### Clock wires, drivers and flops

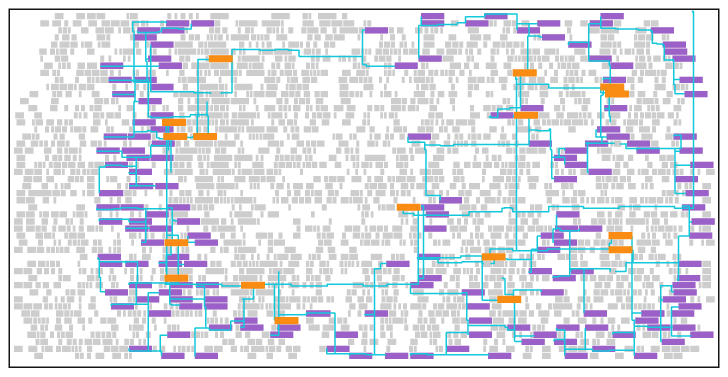
### Drive-strength map

Scale bar: 100 µm.
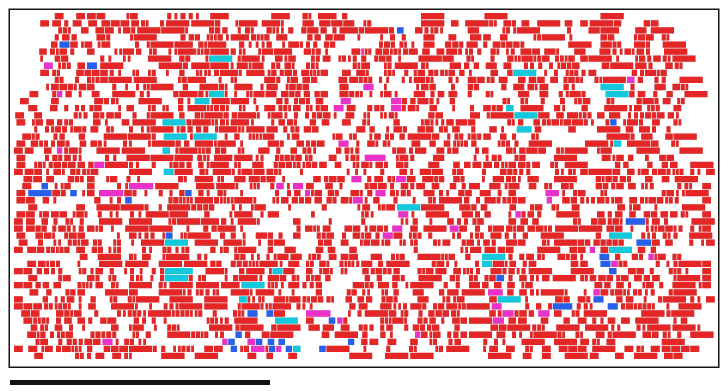
### Clock nets

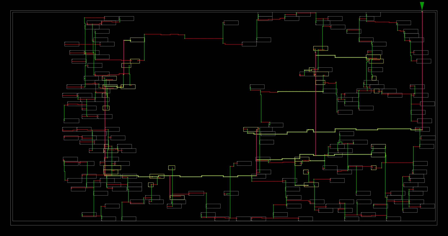
### Cell classes on the final placement

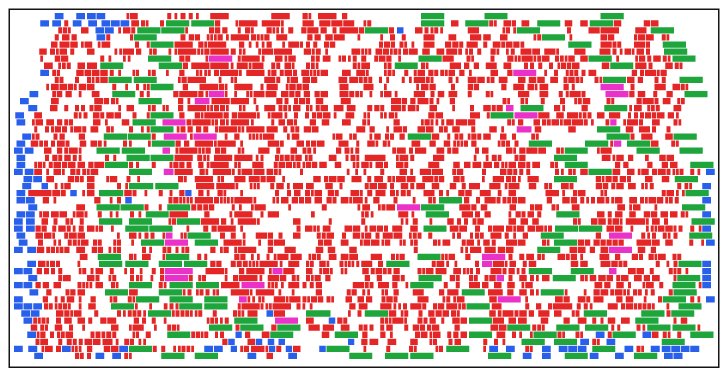
Design mul_iter, sky130hd; sources not shown.
==> impl_metrics.csv <==
group,metric,value,unit
run_status,status,"finished, final reports clean",
clock_network,ctsHoldBuffers,0,
floorplanning,die_h,137.0,µm
synthesis,syn_area,19330,µm²
global_routing,grt_util_all_layers,0.3009,
synthesis,numSynthFlops,168,
setup_path,arrival,9.16,ns
placed_design,port_buffers,104,
synthesis,top_area_frac,0.2175,
routing,wl_per_cell,18.49,µm
setup_path,crit_path_start_kind,"flip-flop",
finish,drive_gt1_frac,0.04201,
clock_network,cts_setup_buffers,0,
setup_path,path_class,"reg2reg",
finish,layout_top_cell,"nand2_1",
synthesis,synth-edff-count,0,
synthesis,netlist_top_cells_count,"nand2_1, o21ai_0, dfrtp_1",
synthesis,synth.most_common_cell,"nand2_1",
placed_design,placed_cells,2999,
run,warnings,39,
run,drv_cap,0,
synthesis,postSynthSeqShare,0.2175,
pwr,power,3.861,mW
clock_network,post_cts_resized,0,
placed_design,placed_area,20560,µm²
## Picture notes: 'Clock wires, drivers and flops'
[cyan] clock wires | length: 2,820 µm
[orange] clock-net drivers | count: 17
[purple] flip-flops | count: 168
flops lie: all over the die
Setup Skew: 0.01526 ns
worst skew pair latency: 0.47 ns
Clk. pwr: 0.442 mW

## Picture notes: 'Drive-strength map'
| color | size | cells | share |
|---|---|---|---|
| blue | x3 and x4 | 32 | 1.3% |
| red | x1 and smaller | 2,440 | 96% |
| cyan | x6 and larger | 29 | 1.1% |
| magenta | x2 | 46 | 1.8% |
P&R area growth vs syn: 9.556%
Design Area, Final: 21,170 µm²
Worst Slack Setup Final: 7.238 ns
Non-clk bufs: 121

## Picture notes: 'Clock nets'
# clock sinks: 168
CLK BUF: 17
flop count: 168

## Picture notes: 'Cell classes on the final placement'
| color | class | cells | share of their area |
|---|---|---|---|
| blue | remaining buffers and delay cells | 121 | 5.7% |
| green | registers | 168 | 20% |
| red | remaining logic cells | 2,226 | 71% |
| magenta | clock drivers and dummy loads | 32 | 2.9% |
post-layout util: 0.5893
core area: 35,930 µm²
Seq/total area: 0.1987

==> cell families (layout without fill, tap and decap cells) <==
family,after synthesis,after routing,share of synthesized area
multiplexers,54,54,0.02959
buffers and inverters,303,309,0.06021
XOR/XNOR,207,207,0.09381
other,0,1,0
AND-OR/OR-AND,739,739,0.2350
adder cells (fa/ha/maj),179,179,0.1396
flip-flops,168,168,0.2175
AND/OR/NAND/NOR,891,891,0.2243
==> per-layer routing <==
layer	global-route usage	wire length [µm]	up-vias
li1	-	-	8919
met1	0.4550	27460	8531
met2	0.4461	23740	576
met3	0.04158	3814	69
met4	0.07647	1019	2
met5	0	9	-
==> critical path: stages (launching register included) <==
cell	delay [ns]
dfrtp_1	0.89
nand2_1	0.18
fa_1	0.58
inv_1	0.06
fa_1	0.52
fa_1	0.49
a211oi_1	0.34
o21ai_0	0.19
nand4_1	0.18
a211oi_1	0.14
o41ai_1	0.70
o311ai_1	0.26
xor2_1	0.21
mux2_2	0.32
mux2i_1	0.18
mux2i_1	0.10
ha_1	0.45
nand2_1	0.13
or3_1	0.38
nor3_1	0.40
nor4b_1	0.53
nor3_1	0.15
o21ba_2	0.26
o31ai_1	0.40
a21boi_0	0.27
nor4_1	0.25
nand3b_1	0.13
==> where the power goes <==
part | switching, mW | leakage, nW | total (mW) | internal [mW]
clock network | 0.218 | 0.289 | 0.442 | 0.224
logic | 1.72 | 6.68 | 2.74 | 1.02
registers | 0.163 | 2.21 | 0.675 | 0.512
total | 2.10 | 9.18 | 3.86 | 1.76
==> area by class of cell <==
cell class                      instances  area share
Tap cell                              484     0.02860
Antenna cell                            1   0.0001182
Clock buffer                           17     0.02009
Clock inverter                         15    0.008510
Inverter                              156     0.02789
Sequential cell                       168      0.1987
Timing Repair Buffer                  121     0.05519
Multi-Input combinational cell       2070      0.6609
No activity file was given, so power comes from the tool's default toggle rates.
